### config.mk
export PLATFORM = sky130hd
export DESIGN_NAME = branch_predictor_flat
export DESIGN_NICKNAME = d
export VERILOG_FILES = /design/src/rtl/bp_pkg.sv /design/src/rtl/branch_predictor_if.sv /design/src/rtl/bp_btb.sv /design/src/rtl/branch_predictor.sv /design/src/flat_wrapper.sv
export SDC_FILE = /design/constraint.sdc
export NUM_CORES = 2
export LEC_CHECK = 0
export CAP_MARGIN = 5
export CORE_MARGIN = 3
export CORE_UTILIZATION = 25
export DETAILED_ROUTE_END_ITERATION = 8
export MAX_ROUTING_LAYER = met4
export SLEW_MARGIN = 0
export SYNTH_ARGS = -nofsm -noshare
export SYNTH_HDL_FRONTEND = slang
export SYNTH_MEMORY_MAX_BITS = 65536
export SYNTH_SLANG_ARGS = --single-unit
### constraint.sdc
create_clock -name clk_i -period 12.6 [get_ports clk_i]
set_clock_uncertainty 0.05 [all_clocks]
set_input_delay 1.89 -clock clk_i [delete_from_list [all_inputs] [get_ports clk_i]]
set_output_delay 1.89 -clock clk_i [all_outputs]
set_load 0.05 [all_outputs]
### src/rtl/bp_pkg.sv
// Shared types and helpers for the branch predictor: mode encoding, the BTB
// entry layout, the PHT reset value and the 2-bit saturating counter update.
package bp_pkg;

   typedef enum logic [1:0] {
      STATIC  = 2'd0,
      BIMODAL = 2'd1,
      GSHARE  = 2'd2
   } bp_mode_e;

   // Widest datapath the BTB entry layout is sized for (RV32I). Narrower
   // XLEN values are zero-extended into the entry fields.
   localparam int BP_MAX_XLEN = 32;

   // One BTB line. The tag field holds pc >> (IDX+2), zero-extended.
   typedef struct packed {
      logic                   valid;
      logic [BP_MAX_XLEN-1:0] tag;
      logic [BP_MAX_XLEN-1:0] target;
      logic                   jmp;
   } btb_entry_t;

   // Weakly not-taken.
   localparam logic [1:0] PHT_RESET = 2'b01;

   // 2-bit saturating counter step: up on taken, down otherwise, clamped to 0..3.
   function automatic logic [1:0] sat2_update(input logic [1:0] cnt, input logic taken);
      logic [1:0] res;
      if (taken) begin
         res = (cnt == 2'b11) ? cnt : cnt + 2'b01;
      end else begin
         res = (cnt == 2'b00) ? cnt : cnt - 2'b01;
      end
      return res;
   endfunction

endpackage

### src/rtl/branch_predictor_if.sv
// Fetch-query / EX-resolve bundle between the pipeline and the predictor.
// The pipeline side is the master, the predictor is the slave.
interface branch_predictor_if #(
   parameter int XLEN    = 32,
   parameter int ENTRIES = 64
);
   localparam int IDX = $clog2(ENTRIES);

   // Fetch-stage query and its combinational answer
   logic [XLEN-1:0] f_pc;
   logic            pred_hit;
   logic            pred_taken;
   logic [XLEN-1:0] pred_next_pc;
   logic [IDX-1:0]  pred_idx;

   // EX-stage resolved outcome plus the prediction carried from fetch
   logic            ex_valid;
   logic            ex_is_br;
   logic            ex_is_jmp;
   logic [XLEN-1:0] ex_pc;
   logic            ex_taken;
   logic [XLEN-1:0] ex_target;
   logic            ex_pred_taken;
   logic [XLEN-1:0] ex_pred_next_pc;
   logic [IDX-1:0]  ex_pred_idx;

   // Flush request and statistics
   logic            mispredict;
   logic [XLEN-1:0] redirect_pc;
   logic [31:0]     br_cnt;
   logic [31:0]     mispred_cnt;

   modport master (
      output f_pc,
      input  pred_hit, pred_taken, pred_next_pc, pred_idx,
      output ex_valid, ex_is_br, ex_is_jmp, ex_pc, ex_taken, ex_target,
      output ex_pred_taken, ex_pred_next_pc, ex_pred_idx,
      input  mispredict, redirect_pc, br_cnt, mispred_cnt
   );

   modport slave (
      input  f_pc,
      output pred_hit, pred_taken, pred_next_pc, pred_idx,
      input  ex_valid, ex_is_br, ex_is_jmp, ex_pc, ex_taken, ex_target,
      input  ex_pred_taken, ex_pred_next_pc, ex_pred_idx,
      output mispredict, redirect_pc, br_cnt, mispred_cnt
   );

endinterface

### src/rtl/bp_btb.sv
// Direct-mapped branch target buffer: one combinational read port for fetch,
// one write port for EX. Only the valid bits are reset; tag/target/jmp are
// plain storage whose stale contents are masked by valid.
module bp_btb
   import bp_pkg::*;
#(
   parameter int ENTRIES = 64
) (
   input  logic                       clk_i,
   input  logic                       rst_i,
   input  logic [$clog2(ENTRIES)-1:0] rd_idx,
   output btb_entry_t                 rd_entry,
   input  logic                       wr_en,
   input  logic [$clog2(ENTRIES)-1:0] wr_idx,
   input  btb_entry_t                 wr_entry
);
   localparam int IDX = $clog2(ENTRIES);

   logic [ENTRIES-1:0]     valid_reg;
   logic [ENTRIES-1:0]     wr_sel;
   logic [BP_MAX_XLEN-1:0] tag_mem    [ENTRIES];
   logic [BP_MAX_XLEN-1:0] target_mem [ENTRIES];
   logic                   jmp_mem    [ENTRIES];

   // One-hot write decode per line
   generate
      for (genvar gi = 0; gi < ENTRIES; gi++) begin : g_wr_sel
         assign wr_sel[gi] = wr_en && (wr_idx == IDX'(gi));
      end
   endgenerate

   // Valid bits: cleared asynchronously, set by a write to their line
   always_ff @(posedge clk_i or posedge rst_i) begin
      if (rst_i) begin
         valid_reg <= '0;
      end else begin
         for (int i = 0; i < ENTRIES; i++) begin
            if (wr_sel[i]) begin
               valid_reg[i] <= wr_entry.valid;
            end
         end
      end
   end

   // Payload storage; a write landing during reset is harmless because the
   // line's valid bit is held clear
   always_ff @(posedge clk_i) begin
      if (wr_en) begin
         tag_mem[wr_idx]    <= wr_entry.tag;
         target_mem[wr_idx] <= wr_entry.target;
         jmp_mem[wr_idx]    <= wr_entry.jmp;
      end
   end

   // Zero-latency read for the fetch stage, no write bypass
   always_comb begin
      rd_entry        = '0;
      rd_entry.valid  = valid_reg[rd_idx];
      rd_entry.tag    = tag_mem[rd_idx];
      rd_entry.target = target_mem[rd_idx];
      rd_entry.jmp    = jmp_mem[rd_idx];
   end

endmodule

### src/rtl/branch_predictor.sv
// Dynamic branch predictor: BTB plus a PHT of 2-bit counters, in static
// not-taken, bimodal or gshare mode. Fetch lookups are combinational; EX
// resolves update the tables on the clock edge and raise a combinational
// mispredict/redirect for the hazard unit.
module branch_predictor
   import bp_pkg::*;
#(
   parameter int XLEN    = 32,
   parameter int ENTRIES = 64,
   parameter int MODE    = 1,
   parameter int GHR_W   = 6
) (
   input logic               clk_i,
   input logic               rst_i,
   branch_predictor_if.slave bus
);
   localparam int       IDX        = $clog2(ENTRIES);
   localparam bp_mode_e MODE_E     = bp_mode_e'(MODE);
   localparam bit       USE_TABLES = (MODE_E != STATIC);

   // Tables
   logic [1:0]       pht_reg [ENTRIES];
   logic [GHR_W-1:0] ghr_reg;
   logic [IDX-1:0]   ghr_ext;

   // Lookup side
   logic [IDX-1:0]   f_idx;
   logic [XLEN-1:0]  f_tag_full;
   logic [IDX-1:0]   lk_pht_idx;
   logic             lk_hit;
   logic             lk_taken;
   logic [XLEN-1:0]  lk_next_pc;
   btb_entry_t       rd_entry;

   // Resolve side
   logic             ctl;
   logic [XLEN-1:0]  correct_pc;
   logic             upd;
   logic             pht_we;
   logic             btb_we;
   logic [IDX-1:0]   wr_idx;
   logic [XLEN-1:0]  ex_tag_full;
   btb_entry_t       wr_entry;
   logic [31:0]      br_cnt_reg;
   logic [31:0]      mispred_cnt_reg;

   // The carried taken bit is implied by the carried next PC
   logic             unused_ok;
   assign unused_ok = &{1'b0, bus.ex_pred_taken};

   assign f_idx       = bus.f_pc[IDX+1:2];
   assign f_tag_full  = bus.f_pc >> (IDX + 2);
   assign ghr_ext     = IDX'(ghr_reg);
   assign wr_idx      = bus.ex_pc[IDX+1:2];
   assign ex_tag_full = bus.ex_pc >> (IDX + 2);

   bp_btb #(
      .ENTRIES (ENTRIES)
   ) u_btb (
      .clk_i    (clk_i),
      .rst_i    (rst_i),
      .rd_idx   (f_idx),
      .rd_entry (rd_entry),
      .wr_en    (btb_we),
      .wr_idx   (wr_idx),
      .wr_entry (wr_entry)
   );

   // Fetch lookup: BTB hit, direction from jmp bit or PHT MSB, next PC
   always_comb begin
      lk_pht_idx = f_idx;
      if (MODE_E == GSHARE) begin
         lk_pht_idx = f_idx ^ ghr_ext;
      end
      lk_hit     = USE_TABLES && rd_entry.valid &&
                   (rd_entry.tag == BP_MAX_XLEN'(f_tag_full));
      lk_taken   = lk_hit && (rd_entry.jmp || pht_reg[lk_pht_idx][1]);
      lk_next_pc = lk_taken ? XLEN'(rd_entry.target) : bus.f_pc + XLEN'(4);
   end

   assign bus.pred_hit     = lk_hit;
   assign bus.pred_taken   = lk_taken;
   assign bus.pred_next_pc = lk_next_pc;
   assign bus.pred_idx     = lk_pht_idx;

   // Resolve: compare the true next PC against what fetch went down
   always_comb begin
      ctl        = bus.ex_valid && (bus.ex_is_br || bus.ex_is_jmp);
      correct_pc = bus.ex_taken ? bus.ex_target : bus.ex_pc + XLEN'(4);
      upd        = ctl && USE_TABLES;
      pht_we     = upd && bus.ex_is_br;
      btb_we     = upd && bus.ex_taken;
      wr_entry        = '0;
      wr_entry.valid  = 1'b1;
      wr_entry.tag    = BP_MAX_XLEN'(ex_tag_full);
      wr_entry.target = BP_MAX_XLEN'(bus.ex_target);
      wr_entry.jmp    = bus.ex_is_jmp;
   end

   assign bus.mispredict  = ctl && (correct_pc != bus.ex_pred_next_pc);
   assign bus.redirect_pc = correct_pc;

   // PHT: train the counter fetch actually used, on conditional branches only
   always_ff @(posedge clk_i or posedge rst_i) begin
      if (rst_i) begin
         for (int i = 0; i < ENTRIES; i++) begin
            pht_reg[i] <= PHT_RESET;
         end
      end else if (pht_we) begin
         pht_reg[bus.ex_pred_idx] <= sat2_update(pht_reg[bus.ex_pred_idx], bus.ex_taken);
      end
   end

   // Global history: non-speculative, shifted by resolved conditional branches
   generate
      if (MODE_E == GSHARE && GHR_W > 1) begin : g_ghr
         always_ff @(posedge clk_i or posedge rst_i) begin
            if (rst_i) begin
               ghr_reg <= '0;
            end else if (pht_we) begin
               ghr_reg <= {ghr_reg[GHR_W-2:0], bus.ex_taken};
            end
         end
      end else if (MODE_E == GSHARE) begin : g_ghr_1b
         always_ff @(posedge clk_i or posedge rst_i) begin
            if (rst_i) begin
               ghr_reg <= '0;
            end else if (pht_we) begin
               ghr_reg <= bus.ex_taken;
            end
         end
      end else begin : g_ghr_off
         assign ghr_reg = '0;
      end
   endgenerate

   // Statistics: every resolved control-flow instruction and every flush
   always_ff @(posedge clk_i or posedge rst_i) begin
      if (rst_i) begin
         br_cnt_reg      <= '0;
         mispred_cnt_reg <= '0;
      end else begin
         if (ctl) begin
            br_cnt_reg <= br_cnt_reg + 32'd1;
         end
         if (bus.mispredict) begin
            mispred_cnt_reg <= mispred_cnt_reg + 32'd1;
         end
      end
   end

   assign bus.br_cnt      = br_cnt_reg;
   assign bus.mispred_cnt = mispred_cnt_reg;

endmodule
### src/flat_wrapper.sv
// flat-port wrapper written by rule: the top's interface ports become plain ports
module branch_predictor_flat import bp_pkg::*;
#(
   parameter int XLEN    = 32,
   parameter int ENTRIES = 64,
   parameter int MODE    = 1,
   parameter int GHR_W   = 6
)
  (clk_i, rst_i, bus_f_pc, bus_pred_hit, bus_pred_taken, bus_pred_next_pc, bus_pred_idx, bus_ex_valid, bus_ex_is_br, bus_ex_is_jmp, bus_ex_pc, bus_ex_taken, bus_ex_target, bus_ex_pred_taken, bus_ex_pred_next_pc, bus_ex_pred_idx, bus_mispredict, bus_redirect_pc, bus_br_cnt, bus_mispred_cnt);
  branch_predictor_if #(.XLEN(XLEN), .ENTRIES(ENTRIES)) bus_i ();
  input logic clk_i;
  input logic rst_i;
  input wire logic [$bits(bus_i.f_pc)-1:0] bus_f_pc;
  output wire logic [$bits(bus_i.pred_hit)-1:0] bus_pred_hit;
  output wire logic [$bits(bus_i.pred_taken)-1:0] bus_pred_taken;
  output wire logic [$bits(bus_i.pred_next_pc)-1:0] bus_pred_next_pc;
  output wire logic [$bits(bus_i.pred_idx)-1:0] bus_pred_idx;
  input wire logic [$bits(bus_i.ex_valid)-1:0] bus_ex_valid;
  input wire logic [$bits(bus_i.ex_is_br)-1:0] bus_ex_is_br;
  input wire logic [$bits(bus_i.ex_is_jmp)-1:0] bus_ex_is_jmp;
  input wire logic [$bits(bus_i.ex_pc)-1:0] bus_ex_pc;
  input wire logic [$bits(bus_i.ex_taken)-1:0] bus_ex_taken;
  input wire logic [$bits(bus_i.ex_target)-1:0] bus_ex_target;
  input wire logic [$bits(bus_i.ex_pred_taken)-1:0] bus_ex_pred_taken;
  input wire logic [$bits(bus_i.ex_pred_next_pc)-1:0] bus_ex_pred_next_pc;
  input wire logic [$bits(bus_i.ex_pred_idx)-1:0] bus_ex_pred_idx;
  output wire logic [$bits(bus_i.mispredict)-1:0] bus_mispredict;
  output wire logic [$bits(bus_i.redirect_pc)-1:0] bus_redirect_pc;
  output wire logic [$bits(bus_i.br_cnt)-1:0] bus_br_cnt;
  output wire logic [$bits(bus_i.mispred_cnt)-1:0] bus_mispred_cnt;
  assign bus_i.f_pc = bus_f_pc;
  assign bus_pred_hit = bus_i.pred_hit;
  assign bus_pred_taken = bus_i.pred_taken;
  assign bus_pred_next_pc = bus_i.pred_next_pc;
  assign bus_pred_idx = bus_i.pred_idx;
  assign bus_i.ex_valid = bus_ex_valid;
  assign bus_i.ex_is_br = bus_ex_is_br;
  assign bus_i.ex_is_jmp = bus_ex_is_jmp;
  assign bus_i.ex_pc = bus_ex_pc;
  assign bus_i.ex_taken = bus_ex_taken;
  assign bus_i.ex_target = bus_ex_target;
  assign bus_i.ex_pred_taken = bus_ex_pred_taken;
  assign bus_i.ex_pred_next_pc = bus_ex_pred_next_pc;
  assign bus_i.ex_pred_idx = bus_ex_pred_idx;
  assign bus_mispredict = bus_i.mispredict;
  assign bus_redirect_pc = bus_i.redirect_pc;
  assign bus_br_cnt = bus_i.br_cnt;
  assign bus_mispred_cnt = bus_i.mispred_cnt;
  branch_predictor #(.XLEN(XLEN), .ENTRIES(ENTRIES), .MODE(MODE), .GHR_W(GHR_W)) u_core (.clk_i(clk_i), .rst_i(rst_i), .bus(bus_i));
endmodule
==> GITHUB_STEP_SUMMARY <==
## Implementation flow summary

| Metric | Value |
|---|---|
| Max reg flops | 2048 |
| Buf/Inv on CP | 4 |
| Die ar. | 627400 um^2 |
| Power, Total | 0.02772 W |
| Status | finished, final reports clean |
| Max stage delay on crit path | around 1000 ps |
| Syn_area_per_cell | 21.54 um^2 |
| Core area | 615500 um^2 |
| Inverters | 21 |
| Slew Limit Fails | 0 |
| H-tree levels | 5 |
| Clock share of power | 0.414 |
| 1st-iter DRT viols | ~12000 |
| DR pass1 iterations | 6 |
| Switch Pwr | 0.006208 W |
| Setup TNS Final | 0 ps |
| Yosys Chip Area | 154500 um^2 |
| Flops after synth | slightly below 4000 |
| AND/OR/NAND/NOR Cells, Area Fraction | 0.02554 |
| Aoi share | 0.02219 |
| FFs w/ async S/R, synth | 0.06557 |
| Fill count | 59260 |
| Mux share | 0.1751 |
| Flop pwr share | 0.519 |
| Fin nets | 7880 |
| Worst-path fanout max | 31 |
| Crit path arrival time | 8280 ps |
| Mapped Area | 154500 um^2 |
| Largest net degree at the start of global routing | 120 |
| Worst setup EP type | primary output |
| Top cell excl fill/tap | edfxtp_1 |
| Resized cells post-CTS | 0 |
| Top cell area share | 0.7091 |
| GR Overflow Total | 0 |
| Tool Warnings | approximately 43 |
| Clock-net power | between 0.01 and 0.015 W |
| Num CTS Buffers | 381 |
| Pwr per Cell Area | 153.6 nW/um^2 |
| DR DRC count | 0 |
| Min Clock Period, post-route | 10220 ps |
| FP Core Util | 0.2510 |
| DPL Wire Length | 303700 um |
| Setup crit start kind | input port |
| Rel. slew slack | 0.1196 |
| Fraction of cell area in non-clock buffers | 0.02716 |
| Synthesized instance count | 7173 |
| Comb/total area | 0.2037 |
| Global-route wire length before repair | around 690000 um |
| Seq pwr | 0.0144 W |
| Leading area contributor after synthesis | edfxtp_1 |
| Tap cells | 8120 |
| Comb gates | around 2900 |
| Vias in the first global route | 80610 |
| Main logic family | multiplexers |
| Hold WS | 403.1 ps |
| Critical path, cell by cell | buf_6, inv_1, nand2_1, o22ai_2, nor2_1, xor2_1, or4_4, nor3_2, nand4_4, buf_4, mux2_2, clkdlybuf4s50_1 |
| Ys flop type | edfxtp_1 |
| Clock tree sinks | 3904 |
| Antenna violations before repair | 56 |
| Clk root buf | clkbuf_16 |
| EDFF count, synth | 3648 |
| # diodes | 49 |
| CLK BUF | 481 |
==> final timing paths <==
kind | start | to | depth (start not counted) | slack, ps
min in group asynchronous | rst_i | u_core.pht_reg[53] | 2 | 1510
min | u_core.u_btb.valid_reg[32] | u_core.u_btb.valid_reg[32] | 1 | 400
min reg2reg | u_core.u_btb.valid_reg[32] | u_core.u_btb.valid_reg[32] | 1 | 400
max reg2reg | u_core.pht_reg[124] | u_core.pht_reg[8] | 8 | 8680
max in group asynchronous | rst_i | u_core.pht_reg[83] | 3 | 9450
max | bus_f_pc[7] | bus_pred_next_pc[31] | 12 | 2380
==> cells in the mapped netlist (27+ instances only) <==
library cell     n
buf_4           58
nor3_1          70
nand2_1        180
mux2_4          28
mux4_2        1026
a21oi_1         68
buf_1           44
mux2_2         160
clkbuf_1       140
nand4_1         38
buf_2          116
a21o_1          27
nand3_1         72
a221oi_1        33
nor2b_1         36
nor2_1         250
buf_6           34
edfxtp_1      3648
dfstp_2         64
mux2i_1        145
dfrtp_1        192
xnor2_1        107
a22oi_1         92
xor2_1          84
o21ai_0         48
==> metrics by stage <==
stage                     instances  cell area (um^2)  worst slack [ps]    util
after floorplan                7173            154500              3724       -
final                         16220            180500              2380  0.2933
after global routing          16200            180500              2138  0.2932
after global placement        15470            167900              2295  0.2729
after CTS                     16170            180400              2386  0.2931
after detailed placement      15470            168000              2385  0.2729
==> per-layer routing <==
| layer | track usage | wire [um] | vias to the layer above |
|---|---|---|---|
| met1 | 0.1991 | 191200 | 44400 |
| met2 | 0.2686 | 253900 | 4704 |
| met3 | 0.02788 | 43400 | 962 |
| li1 | - | - | 31190 |
| met5 | - | 0 | - |
| met4 | 0.06781 | 25620 | 0 |
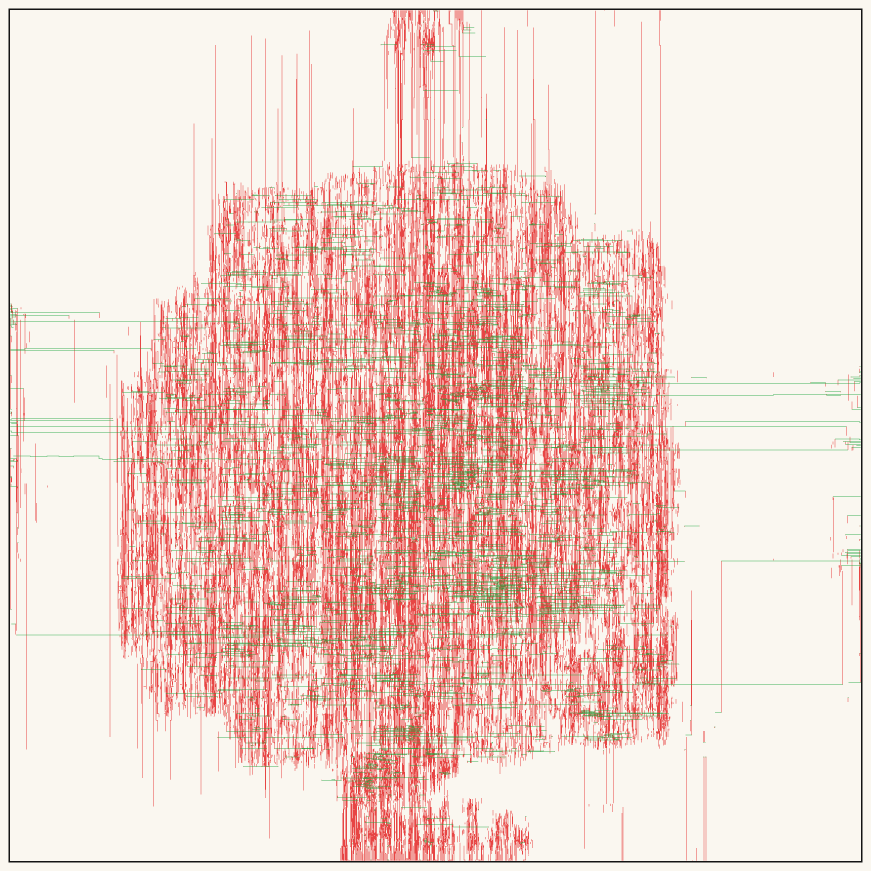
(images/metal_stack.png)
Two of the layers only.
- red: met2 (wire length 254 mm)
- green: met3 (wire length 43.4 mm)
GRT Resource Usage Total: 0.1631
Total Wirelength: 514200 um

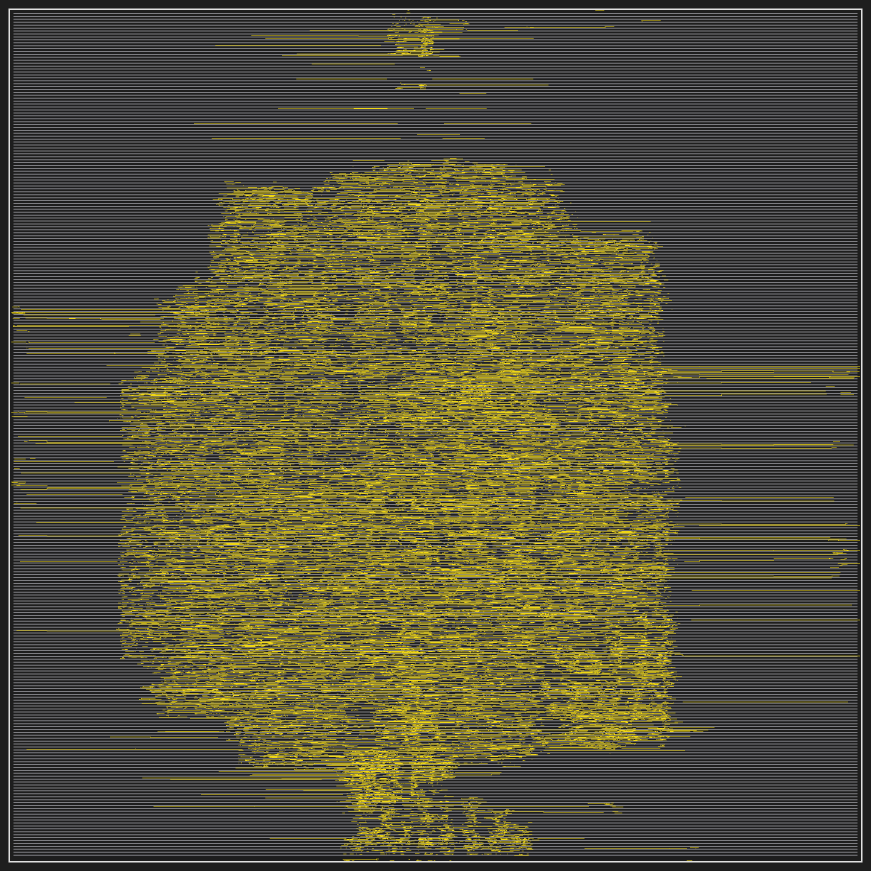
(images/met1.png)
Supply wires on this layer in grey.
- share of all routed wire: 37%
- wire length on this layer: 191 mm
- main direction: horizontal
- nets with wire on the layer: 7632
- longest straight run: 201 um
met1 Resource Use GR: 0.1991
vias post-DR: 81250

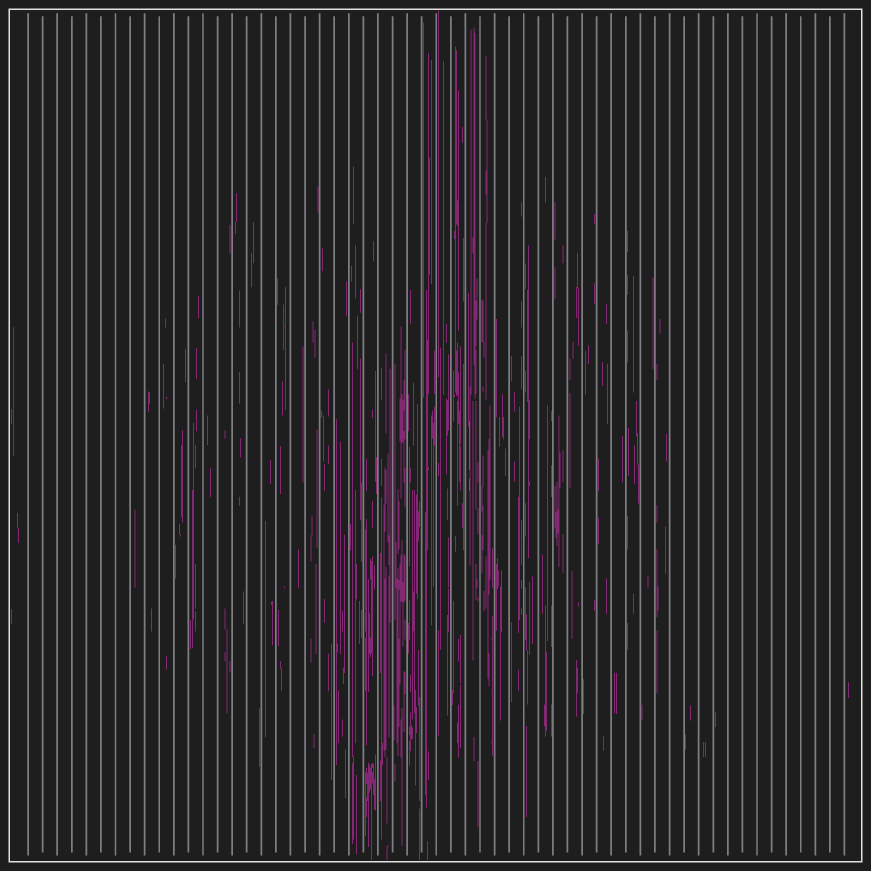
(images/met4.png)
Supply wires on this layer in grey.
- share of all routed wire: 5.0%
- main direction: vertical

Power is estimated from default activity; no workload was simulated.
